$ cat config.mk
export PLATFORM = sky130hd
export DESIGN_NAME = pll_reset_sequencer
export DESIGN_NICKNAME = d
export VERILOG_FILES = /design/src/rtl/pll_seq_pkg.sv /design/src/rtl/lock_sync.sv /design/src/rtl/pll_reset_sequencer.sv
export SDC_FILE = /design/constraint.sdc
export NUM_CORES = 1
export LEC_CHECK = 0
export CAP_MARGIN = 10
export CELL_PAD_IN_SITES_DETAIL_PLACEMENT = 1
export CELL_PAD_IN_SITES_GLOBAL_PLACEMENT = 2
export CORE_MARGIN = 1
export CORE_UTILIZATION = 34
export DETAILED_ROUTE_END_ITERATION = 10
export HOLD_SLACK_MARGIN = 0.08
export PLACE_DENSITY = 0.77
export SYNTH_ARGS = -nofsm -noshare
export SYNTH_HDL_FRONTEND = slang
export SYNTH_HIERARCHICAL = 1
export SYNTH_SLANG_ARGS = --single-unit
$ cat constraint.sdc
create_clock -name clk -period 2.5 [get_ports clk]
set_input_delay 0.5 -clock clk [delete_from_list [all_inputs] [get_ports clk]]
set_output_delay 0.5 -clock clk [all_outputs]
set_load 0.01 [all_outputs]
$ cat src/rtl/pll_seq_pkg.sv
// -----------------------------------------------------------------------------
// pll_seq_pkg
// Shared definitions for the PLL reset sequencer and its helpers:
//   - seq_state_t : sequencer FSM state encoding (also exported for debug)
//   - RELOCK_CNT_W: width of the saturating lock-loss counter
//   - cnt_width() : width of a cycle counter that must reach a given terminal
//   - max2()      : elaboration-time maximum of two integers
// No ports (package).
// -----------------------------------------------------------------------------
package pll_seq_pkg;

    localparam int RELOCK_CNT_W = 8;

    typedef enum logic [2:0] {
        ST_PLL_RST   = 3'd0,
        ST_WAIT_LOCK = 3'd1,
        ST_STABLE    = 3'd2,
        ST_RELEASE   = 3'd3,
        ST_RUN       = 3'd4
    } seq_state_t;

    // One spare bit above clog2 so the terminal value always fits.
    function automatic int cnt_width(input int max_cycles);
        return $clog2(max_cycles) + 1;
    endfunction

    function automatic int max2(input int a, input int b);
        return (a > b) ? a : b;
    endfunction

endpackage

$ cat src/rtl/lock_sync.sv
// -----------------------------------------------------------------------------
// lock_sync
// Multi-flop synchroniser for a slow asynchronous status level (PLL locked and
// similar). The chain clears to 0 on the asynchronous active-low reset, so the
// synchronised level reads "not locked" out of reset.
// Ports:
//   clk         in   destination clock
//   reset_n     in   asynchronous active-low clear
//   async_level in   asynchronous status input
//   sync_level  out  status after STAGES flops in the clk domain
// -----------------------------------------------------------------------------
module lock_sync #(
    parameter int STAGES = 2
) (
    input  logic clk,
    input  logic reset_n,
    input  logic async_level,
    output logic sync_level
);

    logic [STAGES-1:0] sync_q;

    always_ff @(posedge clk or negedge reset_n) begin
        if (!reset_n) begin
            sync_q <= '0;
        end else begin
            sync_q <= {sync_q[STAGES-2:0], async_level};
        end
    end

    assign sync_level = sync_q[STAGES-1];

endmodule

$ cat src/rtl/pll_reset_sequencer.sv
// -----------------------------------------------------------------------------
// pll_reset_sequencer
// Holds the PLL in reset, waits for a synchronised lock to stay stable, then
// releases NUM_CH active-low reset channels one at a time with a fixed
// stagger. Lock loss in RELEASE/RUN drops every channel and re-sequences
// without resetting the PLL; soft_rst forces a full sequence including a PLL
// reset.
// Optional build macro PLL_RESEQ_TIMEOUT_EN: when defined, WAIT_LOCK gives up
// after LOCK_TIMEOUT_CYCLES and retries the PLL reset, counting it as a
// lock-loss event.
// Ports:
//   clk              in   free-running reference clock
//   reset_n          in   asynchronous active-low reset
//   pll_locked_async in   PLL locked, asynchronous to clk
//   soft_rst         in   one-cycle request for a full re-sequence
//   pll_rst          out  active-high PLL reset
//   ch_rst_n         out  per-channel active-low resets (channel 0 first)
//   ready            out  all channels released and lock held
//   relock_count     out  saturating count of lock-loss events
//   seq_state        out  FSM state, for debug
// -----------------------------------------------------------------------------
module pll_reset_sequencer
    import pll_seq_pkg::*;
#(
    parameter int NUM_CH              = 2,
    parameter int PLL_RST_CYCLES      = 16,
    parameter int LOCK_STABLE_CYCLES  = 1024,
    parameter int STAGGER_CYCLES      = 64,
    parameter int LOCK_TIMEOUT_CYCLES = 65536,
    parameter int SYNC_STAGES         = 2
) (
    input  logic                    clk,
    input  logic                    reset_n,
    input  logic                    pll_locked_async,
    input  logic                    soft_rst,
    output logic                    pll_rst,
    output logic [NUM_CH-1:0]       ch_rst_n,
    output logic                    ready,
    output logic [RELOCK_CNT_W-1:0] relock_count,
    output logic [2:0]              seq_state
);

    if (NUM_CH < 1 || NUM_CH > 8) begin : g_bad_num_ch
        $error("pll_reset_sequencer: NUM_CH must be 1..8");
    end
    if (PLL_RST_CYCLES < 1 || LOCK_STABLE_CYCLES < 1 || STAGGER_CYCLES < 1
        || LOCK_TIMEOUT_CYCLES < 1) begin : g_bad_cycles
        $error("pll_reset_sequencer: cycle parameters must be >= 1");
    end
    if (SYNC_STAGES < 2) begin : g_bad_sync
        $error("pll_reset_sequencer: SYNC_STAGES must be >= 2");
    end

    localparam int BASE_MAX = max2(max2(PLL_RST_CYCLES, LOCK_STABLE_CYCLES), STAGGER_CYCLES);
`ifdef PLL_RESEQ_TIMEOUT_EN
    localparam int MAX_CYCLES = max2(BASE_MAX, LOCK_TIMEOUT_CYCLES);
`else
    localparam int MAX_CYCLES = BASE_MAX;
`endif
    localparam int CNT_W = cnt_width(MAX_CYCLES);
    localparam int IDX_W = (NUM_CH > 1) ? $clog2(NUM_CH) : 1;

    localparam logic [CNT_W-1:0] PLL_RST_LAST = CNT_W'(PLL_RST_CYCLES - 1);
    // The WAIT_LOCK cycle that first sees locked_s is itself a locked cycle,
    // so STABLE only needs LOCK_STABLE_CYCLES-1 more of them (at least one).
    localparam logic [CNT_W-1:0] STABLE_LAST  =
        CNT_W'((LOCK_STABLE_CYCLES >= 2) ? LOCK_STABLE_CYCLES - 2 : 0);
    localparam logic [CNT_W-1:0] STAGGER_LAST = CNT_W'(STAGGER_CYCLES - 1);
`ifdef PLL_RESEQ_TIMEOUT_EN
    localparam logic [CNT_W-1:0] TIMEOUT_LAST = CNT_W'(LOCK_TIMEOUT_CYCLES - 1);
`endif
    localparam logic [IDX_W-1:0] LAST_CH      = IDX_W'(NUM_CH - 1);

    seq_state_t        state;
    seq_state_t        state_next;
    logic              locked_s;
    logic [CNT_W-1:0]  cnt;
    logic [IDX_W-1:0]  ch_idx;
    logic [IDX_W-1:0]  ch_idx_nxt;
    logic              cnt_inc;
    logic              ch_first;
    logic              ch_step;
    logic              ch_drop;
    logic              loss_evt;

    lock_sync #(
        .STAGES (SYNC_STAGES)
    ) u_lock_sync (
        .clk         (clk),
        .reset_n     (reset_n),
        .async_level (pll_locked_async),
        .sync_level  (locked_s)
    );

    // State register.
    always_ff @(posedge clk or negedge reset_n) begin
        if (!reset_n) begin
            state <= ST_PLL_RST;
        end else begin
            state <= state_next;
        end
    end

    // Next state plus the datapath strobes that go with each transition.
    // Any cycle without cnt_inc clears the counter, so every state change
    // starts its new state from zero.
    always_comb begin
        state_next = state;
        cnt_inc    = 1'b0;
        ch_first   = 1'b0;
        ch_step    = 1'b0;
        ch_drop    = 1'b0;
        loss_evt   = 1'b0;
        if (soft_rst) begin
            state_next = ST_PLL_RST;
            ch_drop    = 1'b1;
        end else begin
            case (state)
                ST_PLL_RST: begin
                    if (cnt == PLL_RST_LAST) state_next = ST_WAIT_LOCK;
                    else                     cnt_inc    = 1'b1;
                end
                ST_WAIT_LOCK: begin
                    if (locked_s) begin
                        state_next = ST_STABLE;
                    end
`ifdef PLL_RESEQ_TIMEOUT_EN
                    else if (cnt == TIMEOUT_LAST) begin
                        state_next = ST_PLL_RST;
                        loss_evt   = 1'b1;
                    end else begin
                        cnt_inc = 1'b1;
                    end
`endif
                end
                ST_STABLE: begin
                    if (!locked_s) begin
                        state_next = ST_WAIT_LOCK;
                    end else if (cnt == STABLE_LAST) begin
                        state_next = ST_RELEASE;
                        ch_first   = 1'b1;
                    end else begin
                        cnt_inc = 1'b1;
                    end
                end
                ST_RELEASE: begin
                    if (!locked_s) begin
                        state_next = ST_WAIT_LOCK;
                        ch_drop    = 1'b1;
                        loss_evt   = 1'b1;
                    end else if (ch_idx == LAST_CH) begin
                        state_next = ST_RUN;
                    end else if (cnt == STAGGER_LAST) begin
                        ch_step = 1'b1;
                    end else begin
                        cnt_inc = 1'b1;
                    end
                end
                ST_RUN: begin
                    if (!locked_s) begin
                        state_next = ST_WAIT_LOCK;
                        ch_drop    = 1'b1;
                        loss_evt   = 1'b1;
                    end
                end
                default: begin
                    state_next = ST_PLL_RST;
                    ch_drop    = 1'b1;
                end
            endcase
        end
    end

    // Outputs decoded from the registered state only.
    always_comb begin
        pll_rst   = (state == ST_PLL_RST);
        ready     = (state == ST_RUN);
        seq_state = state;
    end

    always_ff @(posedge clk or negedge reset_n) begin
        if (!reset_n) begin
            cnt <= '0;
        end else if (cnt_inc) begin
            cnt <= cnt + CNT_W'(1);
        end else begin
            cnt <= '0;
        end
    end

    assign ch_idx_nxt = ch_idx + IDX_W'(1);

    always_ff @(posedge clk or negedge reset_n) begin
        if (!reset_n) begin
            ch_rst_n <= '0;
            ch_idx   <= '0;
        end else if (ch_drop) begin
            ch_rst_n <= '0;
            ch_idx   <= '0;
        end else if (ch_first) begin
            ch_rst_n <= NUM_CH'(1);
            ch_idx   <= '0;
        end else if (ch_step) begin
            ch_rst_n <= ch_rst_n | (NUM_CH'(1) << ch_idx_nxt);
            ch_idx   <= ch_idx_nxt;
        end
    end

    always_ff @(posedge clk or negedge reset_n) begin
        if (!reset_n) begin
            relock_count <= '0;
        end else if (loss_evt && (relock_count != {RELOCK_CNT_W{1'b1}})) begin
            relock_count <= relock_count + RELOCK_CNT_W'(1);
        end
    end

endmodule

==> results.txt, run 1 <==
Implementation results.

The flow ran to the end, and the final reports show no timing, DRC or antenna violations. The pre-CTS setup check shows a worst slack of 0.0975 ns. In this run the count of I/O pins placed on the die edge is 19. The amount of wire on met2 after detailed routing is 1360 um.

The multi-input gate share of the layout cell area is 39.0%. The clock transition at the register clock pins on the worst setup and hold paths after CTS is 0.09 ns. The end of the worst hold path is u_lock_sync/sync_q[1]. Across all checked pins, the minimum headroom to the slew limit is 60.7%.

The register fraction of the total cell area is 40.8%. The met3 track utilization from global routing is 3.13%. The number of resized instances in the post-cts repair step is 0. Synthesis inferred 27 register bits. Timing would allow up to 446 MHz. The clock tree root driver cell is sky130_fd_sc_hd__clkbuf_8.

The number of antenna violations at the first check in global routing is 0. The standard-cell row count is 22. Summed over all nets, the half-perimeter wirelength after detailed placement is 2070 um.

According to the report, the first pass of detailed routing completed in 4 iterations. The share of the clock period used by the worst path after layout is 89.6%. 0 antenna diodes ended up in the layout. The total clock buffers created by CTS is 3. The global routing report lists combined usage of all routing layers as 15.7%.

The number of H-tree levels is 1. Per the CTS log, the buffer count on the longest clock path is 2. The end-of-flow timing check tallies setup violations at 0. The floorplan die area is 0.00425 mm^2. From left edge to right edge, the die measures 65.2 um. The minimum period implied by the final worst setup slack is 2.24 ns. The power report lists cell-internal power as 573 uW. The total of clock buffers placed in the layout is 4.

For flop-to-flop paths, the worst setup slack is 0.55 ns. Looking at the max-slew report, the worst-margin pin has a slew of 0.589 ns. The vias per cell is 5.10. The number of buffers outside the clock class in the layout is 22. The final weighted congestion of routability-driven global placement is 0.781. The share of layout cells above drive strength 1 is 14.0%.

The completed layout was analyzed and its total power is 739 uW. The cell group occupying the most layout area is sequential cells. The cell count after synthesis is 134. The peak per-stage delay on the critical path is 0.53 ns. The share of total power in the clock network is 33.7%. The number of max-cap violations is 0. Per the layout report, the design carries 434 filler cells. TritonCTS built the clock tree. The clock network power consumption is 249 uW. The count of cells in the finished layout, fillers not included, comes to 205. At the worst endpoint, the required time is 2.00 ns.

The main logic family after synthesis is simple AND/OR/NAND/NOR gates. The synthesized chip area reported by yosys is 0.00136 mm^2. Signal routing reaches up to met4. The sum of buffers and inverters on the critical path is 2. The routed metal-1 wire length is 1370 um. The most frequently used library cell after synthesis is sky130_fd_sc_hd__dfrtp_1. Nets still carrying antenna violations after routing amount to 0. The main area contributors are sky130_fd_sc_hd__dfrtp_1, sky130_fd_sc_hd__xnor2_1, sky130_fd_sc_hd__nor2_1. The count of port buffers added during placement is 18. The AND-OR/OR-AND share of the synthesized area is 8.39%. Summed over all nets, the switching power comes to 166 uW. After clock tree synthesis, the flow added hold-fix buffers numbering 0.

The total overflow reported by the global router is 0. In this run the vertical extent of the chip is 65.2 um. Once placement finished, the instance area stood at 0.00161 mm^2.

The dominant cell type by area after synthesis is sky130_fd_sc_hd__dfrtp_1. Hold analysis shows the worst path with a depth of 0. The clock network area share is 2.72%. Counting the inverters off the clock network in the layout gives 5.

The biggest power consumer among the groups is sequential cells. The routed design uses 83 um of met3 wire. For this run, the number of Yosys warnings is 6. The flow measured a signed area growth from synthesis to layout of 21.8%. The total via count in the routed design is 1046. The number of well taps is 48. The type of the tightest min-delay check is reg2reg. Combinational power for this build is 40.5 uW. Summing the areas of all fa, ha and maj instances in the mapped netlist gives 2.76% of the synthesized area. The endpoint identified for the worst register-to-register timing path is seq_state[0]. The design area is 0.00165 mm^2. For reference, the final report shows the max-slew violation count at 0. The post-CTS setup repair buffer count is 0. The critical path in the final layout is reported with a setup slack of 0.259 ns. Setup repair after global routing left no endpoint under its margin. In this run the critical path is formed by nor3b_1 > buf_4 > clkdlybuf4s50_1.

The worst register-to-register path depth is 5. Yosys reports that the most numerous cell types are sky130_fd_sc_hd__dfrtp_1, sky130_fd_sc_hd__nor2_1, sky130_fd_sc_hd__xnor2_1, sky130_fd_sc_hd__nor2_2, sky130_fd_sc_hd__nand2_1. The static leakage power is 0.000676 uW. The worst hold margin is 0.361 ns. The critical path is of the reg2out type.

The stage logs contain a warning count of 27.
[run 1: logic make-up (layout without fill, tap and decap cells)]
logic type	count (synthesis)	in the layout
muxes	2	2
buffers and inverters	8	31
and+or+nand+nor	61	61
DFF	27	27
adders and majority gates	3	3
AOI/OAI and AO/OA	17	17
xor gates and xnor gates	16	16
[run 1: sequential cells by signal (all words and copies together), names as in the netlist]
name / cells
ch_rst_n: 2
relock_count: 8
seq_state: 3
cnt: 11
ch_idx: 1
u_lock_sync/sync_q: 2
[run 1: cells in the final DEF, fill, tap and decap left out, types with 2 or more instances in the layout]
| cell type | Yosys | layout |
|---|---|---|
| sky130_fd_sc_hd__o21ai_0 | 6 | 6 |
| sky130_fd_sc_hd__xnor2_1 | 10 | 10 |
| sky130_fd_sc_hd__nand3_1 | 6 | 6 |
| sky130_fd_sc_hd__or3_1 | 3 | 3 |
| sky130_fd_sc_hd__xor2_1 | 6 | 6 |
| sky130_fd_sc_hd__nor2_2 | 9 | 9 |
| sky130_fd_sc_hd__nand2_1 | 7 | 7 |
| sky130_fd_sc_hd__nor3b_1 | 2 | 2 |
| sky130_fd_sc_hd__dfrtp_1 | 27 | 27 |
| sky130_fd_sc_hd__ha_1 | 3 | 3 |
| sky130_fd_sc_hd__mux2_2 | 2 | 2 |
| sky130_fd_sc_hd__nor3_1 | 4 | 4 |
| sky130_fd_sc_hd__clkbuf_8 | 0 | 3 |
| sky130_fd_sc_hd__nand4_1 | 4 | 4 |
| sky130_fd_sc_hd__nor2_1 | 17 | 17 |
| sky130_fd_sc_hd__buf_4 | 0 | 4 |
| sky130_fd_sc_hd__a21oi_1 | 6 | 6 |
| sky130_fd_sc_hd__clkdlybuf4s50_1 | 0 | 18 |
| sky130_fd_sc_hd__inv_1 | 5 | 5 |
**Run 1: signal wires on met1**

Bar = 20 um. Supply wires on this layer in grey.
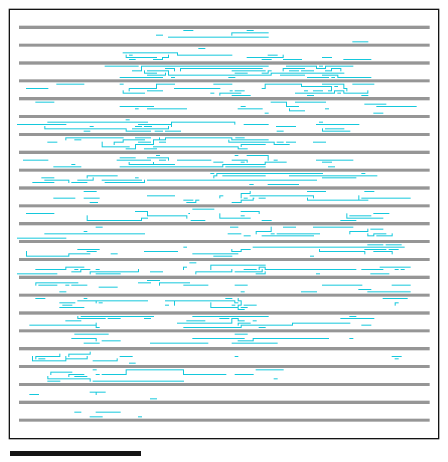
share of all routed wire = 48%
wire length on this layer = 1370 um
main direction = horizontal

**Run 1: wire density map**

13 x 13 tiles, from dark blue (low) to red (high), scaled to the fullest tile. Values are wire area over tile area, all layers added.
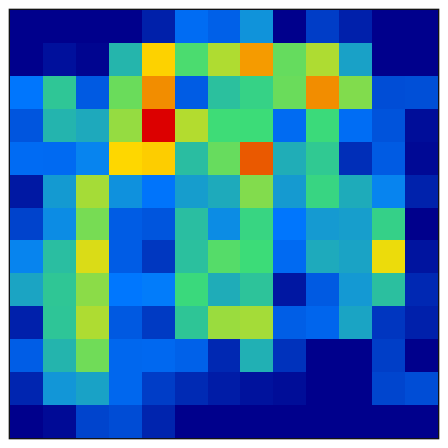
emptiest ninth of the die = lower right
densest ninth of the die = top centre
fullest tile = 0.36
tiles over half the peak = 18%
mean over tiles = 0.10
nearly empty tiles = 16%

**Run 1: track usage over the die**

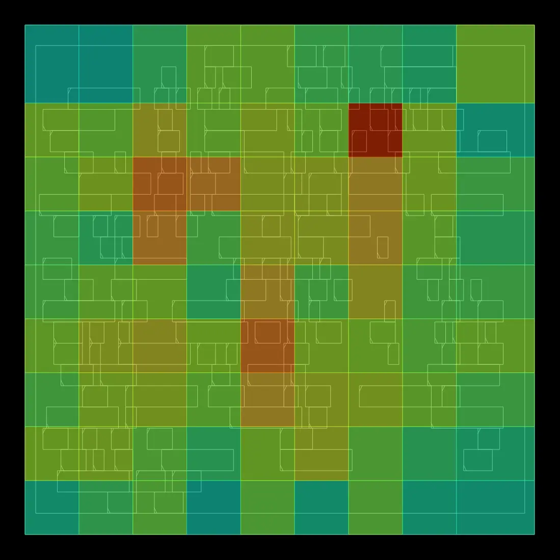
most crowded layer after global routing: met2
met1 track demand over resource: 20.2%
Core Util, Final: 44.2%
met2 GRT Util: 27.1%

**Run 1: metal 3**

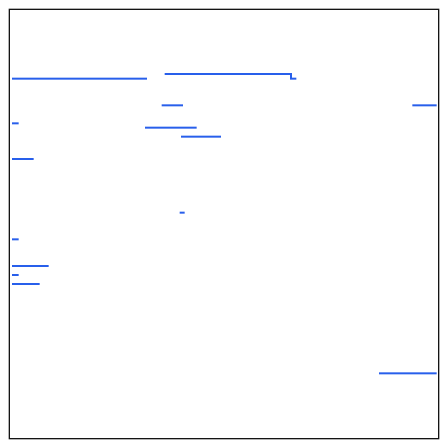
nets with wire on the layer = 11
share of all routed wire = 2.9%
longest straight run = 20.2 um
main direction = horizontal
wire length on this layer = 83.5 um

==> run 2: changes to the inputs <==
--- a/config.mk
+++ b/config.mk
@@ -13,6 +13,7 @@
 export DETAILED_ROUTE_END_ITERATION = 10
 export HOLD_SLACK_MARGIN = 0.08
 export PLACE_DENSITY = 0.77
+export SLEW_MARGIN = 15
 export SYNTH_ARGS = -nofsm -noshare
 export SYNTH_HDL_FRONTEND = slang
 export SYNTH_HIERARCHICAL = 1
**Run 2: signal wires on met1**

Bar = 20 um. Supply wires on this layer in grey.
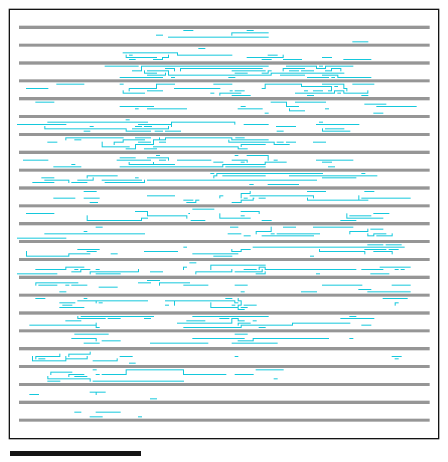
longest straight run = 25.8 um
nets with wire on the layer = 148
share of all routed wire = 48%

**Run 2: metal 3**

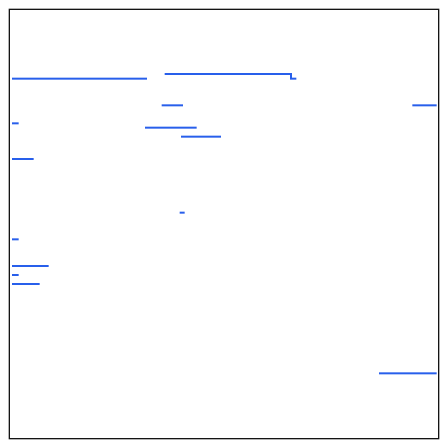
vias after detailed routing: 1046
sum of routed wire length over all layers: 2840 um
met3 track demand over resource: 3.13%

**Run 2: wire density map**

13 x 13 tiles, from dark blue (low) to red (high), scaled to the fullest tile. Values are wire area over tile area, all layers added.
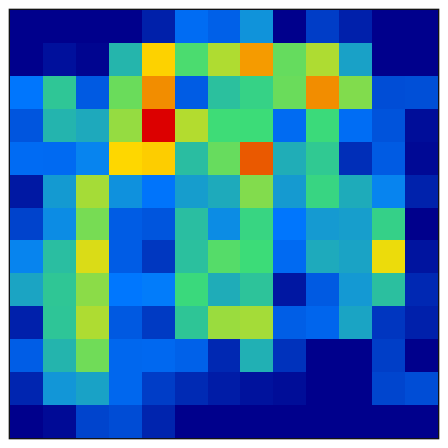
mean over tiles = 0.10
nearly empty tiles = 16%
densest ninth of the die = top centre
tiles over half the peak = 18%
fullest tile = 0.36

==> results.txt, run 2 <==
Implementation results.

The maximum buffer depth of the clock tree is 2 (unchanged). The die outline width came to 65.2 um (unchanged). The static leakage power is 0.000676 uW (unchanged). The number of inserted diodes is 0 (unchanged). The number of H-tree levels is 1 (unchanged).

The total clock buffers created by CTS is 3 (unchanged). The number of iterations in the first detailed-routing pass is 4 (unchanged). The area overhead of the layout relative to synthesis was 21.8% (unchanged). The run finished with clean final reports. The type of the tightest min-delay check is reg2reg.

The number of buffers outside the clock class in the layout was 22 (unchanged). The total of clock buffers placed in the layout was 4 (unchanged). The tool warning count is 27 (unchanged). Looking at the VDD voltage map, the peak drop is 0.000181 V. The count of inverters other than clock inverters in the layout was 5 (unchanged). cnt holds more flip-flops than any other register.

The worst hold margin is 0.361 ns (unchanged). The peak per-stage delay on the critical path came to 0.53 ns (about the same). The clock latency on the worst-skew pair is 0.27 ns. The tally of nets with antenna violations remaining after routing came to 0 (unchanged).

Traced cell by cell, the critical path runs through nor3b_1 > buf_4 > clkdlybuf4s50_1. By count the netlist is led by sky130_fd_sc_hd__dfrtp_1, sky130_fd_sc_hd__nor2_1, sky130_fd_sc_hd__xnor2_1, sky130_fd_sc_hd__nor2_2, sky130_fd_sc_hd__nand2_1. The vias per cell is 5.10 (unchanged). The share of layout cells above drive strength 1 is 14.0% (unchanged).

The number of resized instances in the post-cts repair step is 0 (unchanged). The floorplan die area came to 0.00425 mm^2 (unchanged). For reference, the most critical setup path is categorized as reg2out. The fill cell instance count of the final layout was 434 (unchanged). The critical path startpoint category is a register. The global router's overall resource usage is 15.7% (unchanged). The biggest power consumer among the groups is sequential cells. Of all cell types, the one taking the most synthesized area is sky130_fd_sc_hd__dfrtp_1. The I/O pin count is 19 (unchanged). In this run the clock root is driven by a sky130_fd_sc_hd__clkbuf_8. The power density normalized to cell area is 446 mW/mm^2. The number of flip-flops and latches in the synthesized netlist came to 27 (unchanged).

Setup repair after global routing left no endpoint under its margin. The post-cts hold-fix buffer tally is 0 (unchanged). The design internal power is 573 uW (unchanged). The total overflow reported by the global router is 0 (unchanged). The highest attainable clock frequency is 446 MHz (unchanged). The highest-count logic cell in the final layout is sky130_fd_sc_hd__dfrtp_1. The first global-routing pass estimated 5200 um of wire. The most used standard cell by instance count after synthesis is sky130_fd_sc_hd__dfrtp_1. The slew at the pin closest to its max-slew limit is 0.589 ns (unchanged). The detailed placer's ending HPWL was 2070 um (unchanged). The multi-input gate share of the layout cell area is 39.0% (unchanged). The number of design-rule violations left by the first detailed-router iteration is 48.

Broken down by cell family, the worst path's largest delay share belongs to buffers and inverters. The die span in y is 65.2 um (unchanged). The number of synthesis warnings came to 6 (unchanged).

The required time at the worst-slack endpoint is 2.00 ns (about the same). The register fraction of the total cell area is 40.8% (unchanged). The number of max-cap violations is 0 (unchanged). The cell count after synthesis is 134 (unchanged).

The number of antenna violations at the first check in global routing came to 0 (unchanged). The post-CTS setup repair buffer count is 0 (unchanged). The minimum period implied by the final worst setup slack is 2.24 ns (unchanged). The number of clock sinks came to 27. The share of total power in the clock network came to 33.7% (about the same). The setup violation total in the final timing report is 0 (unchanged). The cell count in the Yosys report is 134. The share of the clock period used by the worst path after layout is 89.6% (unchanged). The number of well taps is 48 (unchanged). Endpoints failing hold in the final report were tallied at 0.

The post-layout total power was 739 uW (unchanged). The clock network area share is 2.72% (unchanged). The layout net count is 165.

The average footprint of a synthesized cell is 10.1 um^2. TritonCTS built the clock tree. The standard-cell row count is 22 (unchanged). The critical path data arrival time is 1.74 ns. The synthesized chip area reported by yosys is 0.00136 mm^2 (unchanged). The clock transition at the register clock pins on the worst setup and hold paths after CTS is 0.09 ns (about the same). The worst slew slack as a fraction of its limit is 60.7% (unchanged).

The cell group occupying the most layout area is sequential cells. The flip-flop cell with the highest count after synthesis is sky130_fd_sc_hd__dfrtp_1. The count of port buffers added during placement is 18 (unchanged).

The number of flip-flops in the largest register was 11 (unchanged). The sequential cell count is 27. The final weighted congestion of routability-driven global placement came to 0.781 (unchanged). The sum of buffers and inverters on the critical path is 2 (unchanged). The clock network power consumption is 249 uW (about the same). The power drawn by the combinational cells came to 40.5 uW (about the same). Per the cell usage report, the commonest logic cells after layout are sky130_fd_sc_hd__dfrtp_1, sky130_fd_sc_hd__clkdlybuf4s50_1, sky130_fd_sc_hd__nor2_1. The final cell count without fillers is 205 (unchanged). The number of pins exceeding their max-slew limit in the final report is 0 (unchanged). The power spent charging and discharging nets was 166 uW (unchanged). In the post-synthesis netlist, the biggest area contributors are sky130_fd_sc_hd__dfrtp_1, sky130_fd_sc_hd__xnor2_1, sky130_fd_sc_hd__nor2_1. The number of global-route vias before repair is 1129.
## run 2: logic make-up after synthesis
kind of cell               count (synthesis)  synth area share [%]
AOI/OAI and AO/OA                         17                  8.39
DFF                                       27                  49.8
adders and majority gates                  3                  2.77
xor gates and xnor gates                  16                  10.3
muxes                                      2                  1.66
buffers and inverters                      8                  2.77
and+or+nand+nor                           61                  24.3
## run 2: worst register-to-register path, stage by stage, from the launching register on
cell and delay [ns]:
sky130_fd_sc_hd__dfrtp_1 0.47, sky130_fd_sc_hd__or3b_4 0.41, sky130_fd_sc_hd__or3_1 0.35, sky130_fd_sc_hd__nand2b_1 0.18, sky130_fd_sc_hd__o21ai_0 0.09, sky130_fd_sc_hd__mux2_2 0.35
## run 2: metrics by stage
step                      area [um^2]  setup WS [ns]  utilization (%)
after floorplan                  1360          0.563                -
after global placement           1610          0.123             43.0
after detailed placement         1610         0.0975             43.0
after CTS                        1650          0.254             44.2
after global routing             1650          0.143             44.2
final                            1650          0.259             44.2
## run 2: path summary, 6_finish.rpt
kind                                  startpoint                    end  slack [ns]  cells after the start
max                                 seq_state[0]                  ready        0.26                      3
min in group asynchronous                reset_n                 cnt[7]        0.60                      2
max in group asynchronous                reset_n  u_lock_sync/sync_q[1]        1.64                      2
max reg2reg                u_lock_sync/sync_q[1]           seq_state[0]        0.55                      5
min                        u_lock_sync/sync_q[0]  u_lock_sync/sync_q[1]        0.36                      0
min reg2reg                u_lock_sync/sync_q[0]  u_lock_sync/sync_q[1]        0.36                      0
## run 2: routing by layer
metal / share of wire, % / wire (um) / GRT usage [%]
met1: 48 / 1370 / 20.2
met2: 48 / 1360 / 27.1
met3: 2.9 / 83 / 3.13
met4: 0.81 / 23 / 3.53
met5: 0 / 0 / 0
Power figures rest on the tool's default switching activity, not on a simulated workload.
